### A small window of the routed layout, run 1

Region (30, 12) to (60, 42) µm. Cells in gray, sequential cells in the stronger gray; small squares are vias.
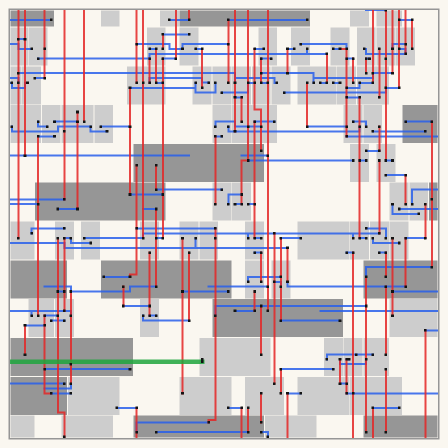
### Clock distribution, run 1

Drawn at 4 px/µm.
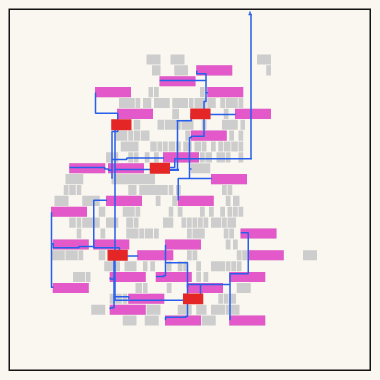
### Signal metal coverage by tile, run 1

Drawn at 4 px/µm. The die is cut into 18 by 18 equal tiles; white is low, dark blue is high, scaled to the fullest tile. Values are wire area over tile area, all layers added.
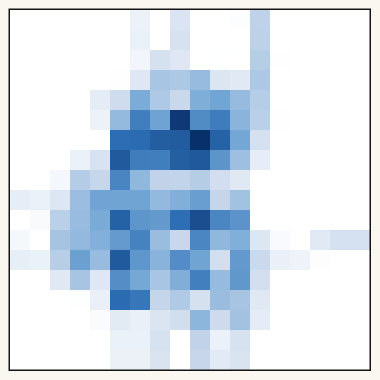
[config.mk]
export PLATFORM = sky130hd
export DESIGN_NAME = stoch_window_counter_flat
export DESIGN_NICKNAME = d
export VERILOG_FILES = /design/src/rtl/stoch_window_counter_if.sv /design/src/rtl/stoch_window_counter.sv /design/src/flat_wrapper.sv
export SDC_FILE = /design/constraint.sdc
export NUM_CORES = 1
export LEC_CHECK = 0
export ABC_AREA = 1
export CAP_MARGIN = 15
export CORE_MARGIN = 10
export CORE_UTILIZATION = 30
export DETAILED_ROUTE_END_ITERATION = 12
export GPL_TIMING_DRIVEN = 0
export PLACE_DENSITY = 0.58
export SLEW_MARGIN = 20
export SYNTH_ARGS = -nofsm -noshare
export SYNTH_HDL_FRONTEND = slang
export SYNTH_SLANG_ARGS = --single-unit
[constraint.sdc]
create_clock -name CLK -period 3.83 [get_ports CLK]
set_input_delay 0.766 -clock CLK [delete_from_list [all_inputs] [get_ports CLK]]
set_output_delay 0.766 -clock CLK [all_outputs]
set_load 0.02 [all_outputs]
[src/rtl/stoch_window_counter_if.sv]
// Result handshake between stoch_window_counter and its consumer.
// The producer drives OUT_COUNT/OUT_VALID and the consumer drives OUT_READY.
interface stoch_window_counter_if #(
  parameter int LOGWIN = 8
);
  logic [LOGWIN:0] OUT_COUNT;
  logic            OUT_VALID;
  logic            OUT_READY;

  modport master (
    output OUT_COUNT,
    output OUT_VALID,
    input  OUT_READY
  );

  modport slave (
    input  OUT_COUNT,
    input  OUT_VALID,
    output OUT_READY
  );
endinterface

[src/rtl/stoch_window_counter.sv]
// Counts ones of a stochastic bitstream over 2^LOGWIN qualified samples and
// offers each window's count over a valid/ready handshake.
module stoch_window_counter #(
  parameter int LOGWIN     = 8,
  parameter bit CONTINUOUS = 1'b1
) (
  input  logic                           CLK,
  input  logic                           INIT,
  input  logic                           IN,
  input  logic                           EN,
  input  logic                           START,
  stoch_window_counter_if.master         out_if,
  output logic                           OVERRUN,
  output logic                           BUSY
);

  typedef enum logic [0:0] {IDLE = 1'b0, RUN = 1'b1} state_t;

  localparam logic [LOGWIN-1:0] SAMP_LAST = {LOGWIN{1'b1}};
  localparam logic [LOGWIN-1:0] SAMP_ZERO = {LOGWIN{1'b0}};
  localparam logic [LOGWIN-1:0] SAMP_ONE  = {{(LOGWIN-1){1'b0}}, 1'b1};
  localparam logic [LOGWIN:0]   ONES_ZERO = {(LOGWIN+1){1'b0}};

  state_t            state_r, state_s;
  logic [LOGWIN-1:0] samp_r, samp_s;
  logic [LOGWIN:0]   ones_r, ones_s;
  logic [LOGWIN:0]   count_r, count_s;
  logic              valid_r, valid_s;
  logic              overrun_r, overrun_s;
  logic              busy_r, busy_s;
  logic [LOGWIN:0]   sum_s;

  // Running total including this cycle's sample; one extra bit avoids wrap at 2^LOGWIN.
  assign sum_s = ones_r + {{LOGWIN{1'b0}}, IN};

  // Next-state, counting, completion and handshake decisions.
  always_comb begin
    state_s   = state_r;
    samp_s    = samp_r;
    ones_s    = ones_r;
    count_s   = count_r;
    overrun_s = overrun_r;
    if (valid_r && out_if.OUT_READY) begin
      valid_s = 1'b0;
    end else begin
      valid_s = valid_r;
    end
    case (state_r)
      IDLE: begin
        if (START) begin
          state_s = RUN;
          samp_s  = SAMP_ZERO;
          ones_s  = ONES_ZERO;
        end else begin
          state_s = IDLE;
        end
      end
      RUN: begin
        if (EN && (samp_r == SAMP_LAST)) begin
          // A completion reloads the result even if the old one leaves this edge.
          count_s = sum_s;
          valid_s = 1'b1;
          samp_s  = SAMP_ZERO;
          ones_s  = ONES_ZERO;
          if (valid_r && !out_if.OUT_READY) begin
            overrun_s = 1'b1;
          end else begin
            overrun_s = overrun_r;
          end
          if (CONTINUOUS) begin
            state_s = RUN;
          end else begin
            state_s = IDLE;
          end
        end else if (EN) begin
          samp_s = samp_r + SAMP_ONE;
          ones_s = sum_s;
        end else begin
          samp_s = samp_r;
          ones_s = ones_r;
        end
      end
      default: begin
        state_s = IDLE;
      end
    endcase
    busy_s = (state_s == RUN);
  end

  // State and output registers, cleared asynchronously by INIT.
  always_ff @(posedge CLK or posedge INIT) begin
    if (INIT) begin
      state_r   <= IDLE;
      samp_r    <= SAMP_ZERO;
      ones_r    <= ONES_ZERO;
      count_r   <= ONES_ZERO;
      valid_r   <= 1'b0;
      overrun_r <= 1'b0;
      busy_r    <= 1'b0;
    end else begin
      state_r   <= state_s;
      samp_r    <= samp_s;
      ones_r    <= ones_s;
      count_r   <= count_s;
      valid_r   <= valid_s;
      overrun_r <= overrun_s;
      busy_r    <= busy_s;
    end
  end

  assign out_if.OUT_COUNT = count_r;
  assign out_if.OUT_VALID = valid_r;
  assign OVERRUN          = overrun_r;
  assign BUSY             = busy_r;

endmodule
[src/flat_wrapper.sv]
// flat-port wrapper written by rule: the top's interface ports become plain ports
module stoch_window_counter_flat 
#(
  parameter int LOGWIN     = 8,
  parameter bit CONTINUOUS = 1'b1
)
  (CLK, INIT, IN, EN, START, OVERRUN, BUSY, out_if_OUT_COUNT, out_if_OUT_VALID, out_if_OUT_READY);
  stoch_window_counter_if #(.LOGWIN(LOGWIN)) out_if_i ();
  input  logic CLK;
  input  logic INIT;
  input  logic IN;
  input  logic EN;
  input  logic START;
  output logic OVERRUN;
  output logic BUSY;
  output wire logic [$bits(out_if_i.OUT_COUNT)-1:0] out_if_OUT_COUNT;
  output wire logic [$bits(out_if_i.OUT_VALID)-1:0] out_if_OUT_VALID;
  input wire logic [$bits(out_if_i.OUT_READY)-1:0] out_if_OUT_READY;
  assign out_if_OUT_COUNT = out_if_i.OUT_COUNT;
  assign out_if_OUT_VALID = out_if_i.OUT_VALID;
  assign out_if_i.OUT_READY = out_if_OUT_READY;
  stoch_window_counter #(.LOGWIN(LOGWIN), .CONTINUOUS(CONTINUOUS)) u_core (.CLK(CLK), .INIT(INIT), .IN(IN), .EN(EN), .START(START), .out_if(out_if_i), .OVERRUN(OVERRUN), .BUSY(BUSY));
endmodule
==> flow_results.xml, run 1 <==
<?xml version="1.0" encoding="UTF-8"?>
<metrics>
  <group name="floorplanning">
    <metric name="core-area" unit="µm²">4720</metric>
    <metric name="num_rows" unit="">25</metric>
    <metric name="fp.dieW" unit="µm">89.9</metric>
    <metric name="fp-utilization" unit="%">31.0</metric>
    <metric name="die_y" unit="µm">89.9</metric>
    <metric name="io_pins" unit="">18</metric>
    <metric name="floorplan.die_area" unit="µm²">8080</metric>
  </group>
  <group name="synth">
    <metric name="top_reg_cell_synth" unit="">sky130_fd_sc_hd__dfrtp_1</metric>
    <metric name="synthAoiAreaFrac" unit="%">8.37</metric>
    <metric name="synth_xor_xnor_area_share" unit="%">3.59</metric>
    <metric name="netlist.top_cell.by_area" unit="">sky130_fd_sc_hd__dfrtp_1</metric>
    <metric name="syn_area" unit="µm²">1470</metric>
    <metric name="async_flop_share" unit="%">100</metric>
    <metric name="synth.cells.most_frequent" unit="">sky130_fd_sc_hd__nand2_1 (53), sky130_fd_sc_hd__dfrtp_1 (29), sky130_fd_sc_hd__inv_1 (18)</metric>
    <metric name="synth.yosys.chip_area" unit="µm²">1470</metric>
    <metric name="ys_seq_share" unit="%">49.5</metric>
    <metric name="top_cell" unit="">sky130_fd_sc_hd__nand2_1</metric>
    <metric name="synth_top_area_share" unit="%">49.5</metric>
    <metric name="postSynthRegisterBits" unit="">29</metric>
    <metric name="synth-warning-count" unit="">0</metric>
    <metric name="ys_cells" unit="">169</metric>
    <metric name="post_synth_main_area_contributors" unit="">sky130_fd_sc_hd__dfrtp_1 (50%), sky130_fd_sc_hd__nand2_1 (14%), sky130_fd_sc_hd__inv_1 (4.6%), sky130_fd_sc_hd__ha_1 (3.4%), sky130_fd_sc_hd__nor2_1 (3.1%)</metric>
    <metric name="syn-mean-instance-area" unit="µm²">8.67</metric>
    <metric name="post_synth_and_or_nand_nor_area_fraction" unit="%">28.2</metric>
    <metric name="syn_inst" unit="">169</metric>
    <metric name="ys_sh_adder" unit="%">3.42</metric>
    <metric name="post_synth_num_cell_types" unit="">26</metric>
    <metric name="enable_flop_cells" unit="">0</metric>
    <metric name="mapped_nets" unit="">179</metric>
    <metric name="synthMuxAreaShare" unit="%">0</metric>
    <metric name="synth.logic.top_family" unit="">simple AND/OR/NAND/NOR gates</metric>
  </group>
  <group name="layout">
    <metric name="post-route-util" unit="%">38.9</metric>
    <metric name="fillCellCount" unit="">492</metric>
    <metric name="antennaDiodeCount" unit="">0</metric>
    <metric name="top_logic_cells_by_instance_count_in_the_layout" unit="">sky130_fd_sc_hd__nand2_1 (53), sky130_fd_sc_hd__dfrtp_1 (29), sky130_fd_sc_hd__inv_1 (17), sky130_fd_sc_hd__clkdlybuf4s50_1 (17), sky130_fd_sc_hd__nor2_1 (12)</metric>
    <metric name="area_growth_from_synthesis_to_final_layout" unit="%">25.3</metric>
    <metric name="final_nets" unit="">203</metric>
    <metric name="final_cell_count_no_fill" unit="">261</metric>
    <metric name="drive_gt1_share" unit="%">14.4</metric>
    <metric name="final_common_cell" unit="">sky130_fd_sc_hd__nand2_1</metric>
  </group>
  <group name="global_route">
    <metric name="first_global_vias" unit="">1154</metric>
    <metric name="grt-ovfl-total" unit="">0</metric>
    <metric name="antenna_found_initial" unit="">0</metric>
    <metric name="grt_pass1_wl" unit="µm">5220</metric>
    <metric name="global_route.usage.total" unit="%">7.79</metric>
    <metric name="pin_count_of_the_biggest_net_entering_global_routing" unit="">30</metric>
  </group>
  <group name="detailed_routing">
    <metric name="route.vias.total" unit="">1109</metric>
    <metric name="totalWireLength" unit="µm">2880</metric>
    <metric name="violation_count_after_the_first_detailed_route_iteration" unit="">66</metric>
    <metric name="antenna_violating_nets_post_route" unit="">0</metric>
    <metric name="avgRoutedWirePerCell" unit="µm">11.0</metric>
    <metric name="drc_errors" unit="">0</metric>
    <metric name="avg_vias_per_cell" unit="">4.25</metric>
    <metric name="drt_first_pass_iters" unit="">4</metric>
  </group>
  <group name="critical_path">
    <metric name="critical_path.cell_chain" unit="">clkdlybuf4s50_1</metric>
    <metric name="worstSetupPathType" unit="">reg2out</metric>
    <metric name="worst_path_largest_cell_delay" unit="ns">0.66</metric>
    <metric name="crit_required" unit="ns">3.06</metric>
    <metric name="critical_path.top_delay_family" unit="">buffers and inverters</metric>
    <metric name="crit_slowest_cell" unit="">sky130_fd_sc_hd__clkdlybuf4s50_1</metric>
    <metric name="cp.buffers_inverters" unit="">1</metric>
    <metric name="timing.critical_path.arrival" unit="ns">1.42</metric>
    <metric name="cp-end-kind" unit="">output port</metric>
    <metric name="timing.critical_path.from_type" unit="">register</metric>
    <metric name="timing.critical_path.fanout_max" unit="">6</metric>
    <metric name="r2r_slack" unit="ns">2.36</metric>
  </group>
  <group name="clock_tree">
    <metric name="worst_skew_pair.late_latency" unit="ns">0.29</metric>
    <metric name="clock_tree.htree_level_count" unit="">2</metric>
    <metric name="post-cts-setup-buffers" unit="">0</metric>
    <metric name="max-clock-path-buffers" unit="">2</metric>
    <metric name="cts_buffers" unit="">5</metric>
    <metric name="cts.sinks" unit="">29</metric>
    <metric name="cts.repair.resized" unit="">0</metric>
    <metric name="cts.root.buffer_cell" unit="">sky130_fd_sc_hd__clkbuf_8</metric>
    <metric name="cts.hold.buffers_added" unit="">0</metric>
    <metric name="cts_tree" unit="">yes</metric>
    <metric name="clkSlewWorstSetupHoldPaths" unit="ns">0.06</metric>
  </group>
  <group name="status">
    <metric name="outcome" unit="">complete, no violations</metric>
  </group>
  <group name="worst_hold_path">
    <metric name="type_of_the_tightest_min_delay_check" unit="">reg2reg</metric>
  </group>
  <group name="sta">
    <metric name="fin_setup_tns" unit="ns">0</metric>
    <metric name="rsz0062_at_grt" unit="">no</metric>
    <metric name="timing.slew.headroom" unit="%">58.5</metric>
    <metric name="setup_ws" unit="ns">1.64</metric>
    <metric name="count_of_final_hold_check_violations" unit="">0</metric>
    <metric name="maxSlewViolCount" unit="">0</metric>
    <metric name="clock_skew" unit="ns">0.00661</metric>
    <metric name="max_freq" unit="MHz">457</metric>
    <metric name="finalSetupViolations" unit="">0</metric>
    <metric name="worst-slew-pin-transition" unit="ns">0.622</metric>
    <metric name="finalCriticalPeriod" unit="ns">2.19</metric>
    <metric name="finalCritPeriodShare" unit="%">57.1</metric>
  </group>
  <group name="place">
    <metric name="port-buffer-count" unit="">17</metric>
    <metric name="dpl_worst_slack" unit="ns">1.55</metric>
    <metric name="gp_congestion" unit="">0.790</metric>
    <metric name="place.detailed.hpwl" unit="µm">2150</metric>
    <metric name="placed_cells_incl_taps" unit="">253</metric>
  </group>
  <group name="pwr">
    <metric name="ir_worst_vdd" unit="µV">286</metric>
    <metric name="cellLeakagePower" unit="nW">0.916</metric>
    <metric name="power_per_cell_area" unit="nW/µm²">510</metric>
  </group>
  <group name="flow_run">
    <metric name="max_cap_violations" unit="">0</metric>
    <metric name="warnings" unit="">27</metric>
  </group>
</metrics>
## Picture notes: 'A small window of the routed layout'
Green is metal 3. Red is metal 2. Blue is metal 1.
69 logic cells have their middle in the window. Most frequent: nand2_1 (29), clkdlybuf4s50_1 (8), dfrtp_1 (8). Sequential cells in the window: 8. Netlist names of flops here include u_core.out_if.OUT_COUNT (4), u_core.ones_r (2).

## Picture notes: 'Clock distribution'
Blue is clock wires, length 446 µm. Red is clock drivers, count 5. Magenta is flip-flops, count 29.
There are 6 routed clock nets.

## Picture notes: 'Signal metal coverage by tile'
The mean over all tiles is 0.056. 14% of the tiles are over half the peak. The fullest tile reaches 0.31. 51% of the tiles are nearly empty.

-- run 1: report_power, final --
group / internal [mW] / switching [mW] / leakage, nW
logic: 0.0751 / 0.116 / 0.480
clock network: 0.212 / 0.117 / 0.0585
registers: 0.363 / 0.0524 / 0.377
total: 0.650 / 0.286 / 0.916
-- run 1: worst paths after layout --
kind                                               from  cells past startpoint                                endpoint
min                          u_core.OVERRUN$_DFFE_PP0P_                      1              u_core.OVERRUN$_DFFE_PP0P_
max reg2reg                u_core.samp_r[1]$_DFFE_PP0P_                      9  u_core.out_if.OUT_COUNT[2]$_DFFE_PP0P_
max                            u_core.state_r$_DFF_PP0_                      1                                    BUSY
min in group asynchronous                          INIT                      2            u_core.samp_r[7]$_DFFE_PP0P_
min reg2reg                  u_core.OVERRUN$_DFFE_PP0P_                      1              u_core.OVERRUN$_DFFE_PP0P_
max in group asynchronous                          INIT                      2            u_core.ones_r[0]$_DFFE_PP0P_
-- run 1: per-stage QoR --
stage	hold slack [ns]	cell area (µm²)	total power, mW
6_report	0.452	1840	0.936
5_1_grt	0.499	1840	0.997
4_1_cts	0.459	1840	0.948
3_5_place_dp	0.448	1720	0.615
3_3_place_gp	0.440	1720	0.609
2_1_floorplan	0.471	1470	0.564
-- run 1: layout make-up --
type	count	area (µm²)	area share, %
repair buffers	17	170	9.27
clock buffers	7	86.3	4.70
plain buffers	2	22.5	1.23
well taps	67	83.8	4.57
clock inverters	1	30.0	1.64
multi-input cells	117	638	34.8
flip-flops and latches	29	726	39.5
inverters	21	78.8	4.29
-- run 1: per-layer routing --
metal  vias up  GRT usage (%)  wire length, µm
li1        579              -                -
met1       510           8.84             1280
met2        12           12.4             1430
met3         8           2.33               76
met4         0           5.17               91
met5         -              0                0
==> inputs of run 2 (changes only) <==
PLACE_DENSITY = 0.6   (was 0.58)
clock period = 1.9 ns   (was 3.83 ns; I/O delays follow)
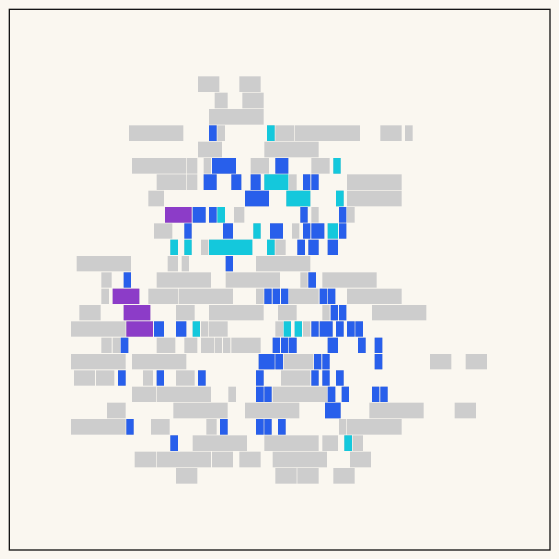
*Logic cells by family, run 2*
Drawn at 6 px/µm.
Cyan is NOR gates, cells 16, where center. Purple is adder and majority cells, cells 4, where west. Blue is NAND gates, cells 71.

==> run 2 against run 1 <==
Total power is 100% higher. Cell area is 0.20% higher. Sequential share of layout area is 0.081 points lower. Setup slack worse by 1.5 ns. Final cell count stayed put. Via count is 2.7% higher. Synthesized cell count stayed put. Clock-buffer cell count is 1 lower. Routed wire length is 2.1% higher. Largest power group unchanged.
==> flow_results.xml, run 2 <==
<?xml version="1.0" encoding="UTF-8"?>
<metrics>
  <group name="detailed_routing">
    <metric name="route.vias.total" unit="">1139</metric>
    <metric name="avgRoutedWirePerCell" unit="µm">11.3</metric>
    <metric name="violation_count_after_the_first_detailed_route_iteration" unit="">47</metric>
    <metric name="avg_vias_per_cell" unit="">4.36</metric>
    <metric name="drt_first_pass_iters" unit="">4</metric>
    <metric name="totalWireLength" unit="µm">2940</metric>
  </group>
  <group name="synth">
    <metric name="syn_inst" unit="">169</metric>
    <metric name="syn_area" unit="µm²">1470</metric>
    <metric name="ys_seq_share" unit="%">49.5</metric>
    <metric name="postSynthRegisterBits" unit="">29</metric>
    <metric name="post_synth_num_cell_types" unit="">26</metric>
    <metric name="syn-mean-instance-area" unit="µm²">8.67</metric>
    <metric name="synth.yosys.chip_area" unit="µm²">1470</metric>
    <metric name="top_reg_cell_synth" unit="">sky130_fd_sc_hd__dfrtp_1</metric>
    <metric name="enable_flop_cells" unit="">0</metric>
    <metric name="mapped_nets" unit="">179</metric>
    <metric name="async_flop_share" unit="%">100</metric>
    <metric name="synth-warning-count" unit="">0</metric>
    <metric name="post_synth_main_area_contributors" unit="">sky130_fd_sc_hd__dfrtp_1 (50%), sky130_fd_sc_hd__nand2_1 (14%), sky130_fd_sc_hd__inv_1 (4.6%), sky130_fd_sc_hd__ha_1 (3.4%), sky130_fd_sc_hd__nor2_1 (3.1%)</metric>
  </group>
  <group name="pwr">
    <metric name="power.combinational.fraction" unit="%">20.4</metric>
    <metric name="largestPowerGroup" unit="">registers</metric>
    <metric name="power_per_cell_area" unit="nW/µm²">1030</metric>
    <metric name="total_power" unit="mW">1.89</metric>
    <metric name="swShare" unit="%">30.6</metric>
    <metric name="seq_cell_power" unit="µW">836</metric>
    <metric name="pwr-share-seq" unit="%">44.3</metric>
    <metric name="cellLeakagePower" unit="nW">0.915</metric>
    <metric name="internal_power" unit="mW">1.31</metric>
    <metric name="ir_worst_vdd" unit="µV">517</metric>
    <metric name="p_switching" unit="µW">578</metric>
  </group>
  <group name="worst_hold_path">
    <metric name="type_of_the_tightest_min_delay_check" unit="">reg2reg</metric>
    <metric name="worstHoldEndpoint" unit="">u_core.OVERRUN$_DFFE_PP0P_</metric>
    <metric name="hold-path-cell-count" unit="">1</metric>
    <metric name="hold_startpoint" unit="">u_core.OVERRUN$_DFFE_PP0P_</metric>
  </group>
  <group name="place">
    <metric name="place.detailed.hpwl" unit="µm">2180</metric>
    <metric name="gp_congestion" unit="">0.757</metric>
    <metric name="dpl_worst_slack" unit="ns">0.0119</metric>
    <metric name="placed_cell_area" unit="µm²">1720</metric>
  </group>
  <group name="clock_tree">
    <metric name="max-clock-path-buffers" unit="">2</metric>
    <metric name="cts_tree" unit="">yes</metric>
    <metric name="clock_tree.htree_level_count" unit="">2</metric>
    <metric name="cts_buffers" unit="">5</metric>
    <metric name="cts.hold.buffers_added" unit="">0</metric>
    <metric name="cts.sinks" unit="">29</metric>
    <metric name="post-cts-setup-buffers" unit="">0</metric>
    <metric name="worst_skew_pair.late_latency" unit="ns">0.28</metric>
    <metric name="cts.repair.resized" unit="">0</metric>
  </group>
  <group name="floorplanning">
    <metric name="die_y" unit="µm">89.9</metric>
    <metric name="core-area" unit="µm²">4720</metric>
    <metric name="floorplan.die_area" unit="µm²">8080</metric>
    <metric name="io_pins" unit="">18</metric>
    <metric name="num_rows" unit="">25</metric>
  </group>
  <group name="layout">
    <metric name="drive_gt1_share" unit="%">14.9</metric>
    <metric name="post-route-util" unit="%">38.9</metric>
    <metric name="area_growth_from_synthesis_to_final_layout" unit="%">25.5</metric>
    <metric name="fillCellCount" unit="">498</metric>
    <metric name="top_logic_cells_by_instance_count_in_the_layout" unit="">sky130_fd_sc_hd__nand2_1 (53), sky130_fd_sc_hd__dfrtp_1 (29), sky130_fd_sc_hd__inv_1 (17), sky130_fd_sc_hd__clkdlybuf4s50_1 (17), sky130_fd_sc_hd__nor2_1 (12)</metric>
    <metric name="final_cell_count_no_fill" unit="">261</metric>
    <metric name="antennaDiodeCount" unit="">0</metric>
    <metric name="logic_area" unit="µm²">638</metric>
  </group>
  <group name="critical_path">
    <metric name="timing.critical_path.fanout_max" unit="">6</metric>
    <metric name="crit_required" unit="ns">1.52</metric>
    <metric name="reg2regPathDepth" unit="">9</metric>
    <metric name="cp.depth" unit="">1</metric>
    <metric name="timing.critical_path.arrival" unit="ns">1.40</metric>
    <metric name="crit_slowest_cell" unit="">sky130_fd_sc_hd__clkdlybuf4s50_1</metric>
    <metric name="timing.critical_path.from_type" unit="">register</metric>
    <metric name="reg2reg_from" unit="">u_core.samp_r[1]$_DFFE_PP0P_</metric>
    <metric name="r2r_slack" unit="ns">0.39</metric>
    <metric name="reg2reg_end" unit="">u_core.out_if.OUT_COUNT[2]$_DFFE_PP0P_</metric>
  </group>
  <group name="status">
    <metric name="outcome" unit="">complete, no violations</metric>
  </group>
  <group name="flow_run">
    <metric name="max_cap_violations" unit="">0</metric>
  </group>
  <group name="sta">
    <metric name="finalCritPeriodShare" unit="%">93.9</metric>
    <metric name="fin_setup_tns" unit="ns">0</metric>
    <metric name="timing.slew.headroom" unit="%">59.6</metric>
    <metric name="count_of_final_hold_check_violations" unit="">0</metric>
    <metric name="max_freq" unit="MHz">561</metric>
    <metric name="finalCriticalPeriod" unit="ns">1.78</metric>
    <metric name="worst-slew-pin-transition" unit="ns">0.605</metric>
  </group>
  <group name="global_route">
    <metric name="pin_count_of_the_biggest_net_entering_global_routing" unit="">30</metric>
    <metric name="grt_pass1_wl" unit="µm">5380</metric>
    <metric name="first_global_vias" unit="">1186</metric>
  </group>
</metrics>
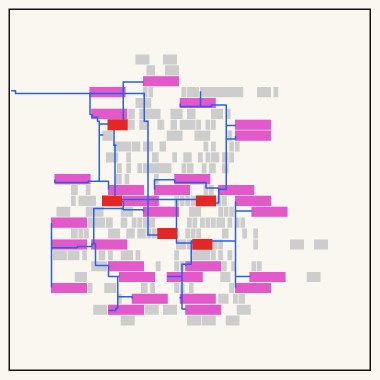
*Clock distribution, run 2*
Drawn at 4 px/µm.
Red is clock drivers, count 5. Magenta is flip-flops, count 29. Blue is clock wires, length 420 µm.
There are 6 routed clock nets.

## run 2: how the worst max path moves through the flow
stage / to / slack [ns]
3_3_place_gp: u_core.ones_r[6]$_DFFE_PP0P_ / 0.0007
5_1_grt: BUSY / 0.04
4_1_cts: BUSY / 0.08
6_report: BUSY / 0.12
3_5_place_dp: u_core.out_if.OUT_COUNT[6]$_DFFE_PP0P_ / 0.01
2_1_floorplan: u_core.out_if.OUT_COUNT[2]$_DFFE_PP0P_ / 0.56
## run 2: area by class of cell
type / instances / area share (%)
multi-input combinational: 117 / 34.7
clock inverter: 2 / 2.04
buffer: 2 / 1.22
timing repair buffer: 17 / 9.25
inverter: 21 / 4.29
sequential: 29 / 39.5
clock buffer: 6 / 4.49
tap: 67 / 4.56
## run 2: kinds of logic after synthesis
| logic type | synth area share [%] |
|---|---|
| buffers and inverters | 6.92 |
| flip-flops | 49.5 |
| AND-OR/OR-AND | 8.37 |
| adder cells (fa/ha/maj) | 3.42 |
| XOR/XNOR | 3.59 |
| AND/OR/NAND/NOR | 28.2 |
## run 2: worst register-to-register path, cell delays in order (launching register included)
cell                      delay, ns
sky130_fd_sc_hd__dfrtp_1       0.38
sky130_fd_sc_hd__ha_1          0.20
sky130_fd_sc_hd__nand2_2       0.10
sky130_fd_sc_hd__nor2_4        0.15
sky130_fd_sc_hd__nand2_4       0.09
sky130_fd_sc_hd__nor2_8        0.13
sky130_fd_sc_hd__inv_2         0.09
sky130_fd_sc_hd__buf_6         0.15
sky130_fd_sc_hd__nand2_1       0.07
sky130_fd_sc_hd__o21ai_2       0.05
## run 2: per-layer routing
metal	wire, µm	vias to the layer above	global-route usage (%)
li1	-	583	-
met1	1300	536	8.87
met2	1480	16	13.4
met3	116	4	2.58
met4	49	0	3.98
met5	0	-	0
Power is estimated from default activity; no workload was simulated.
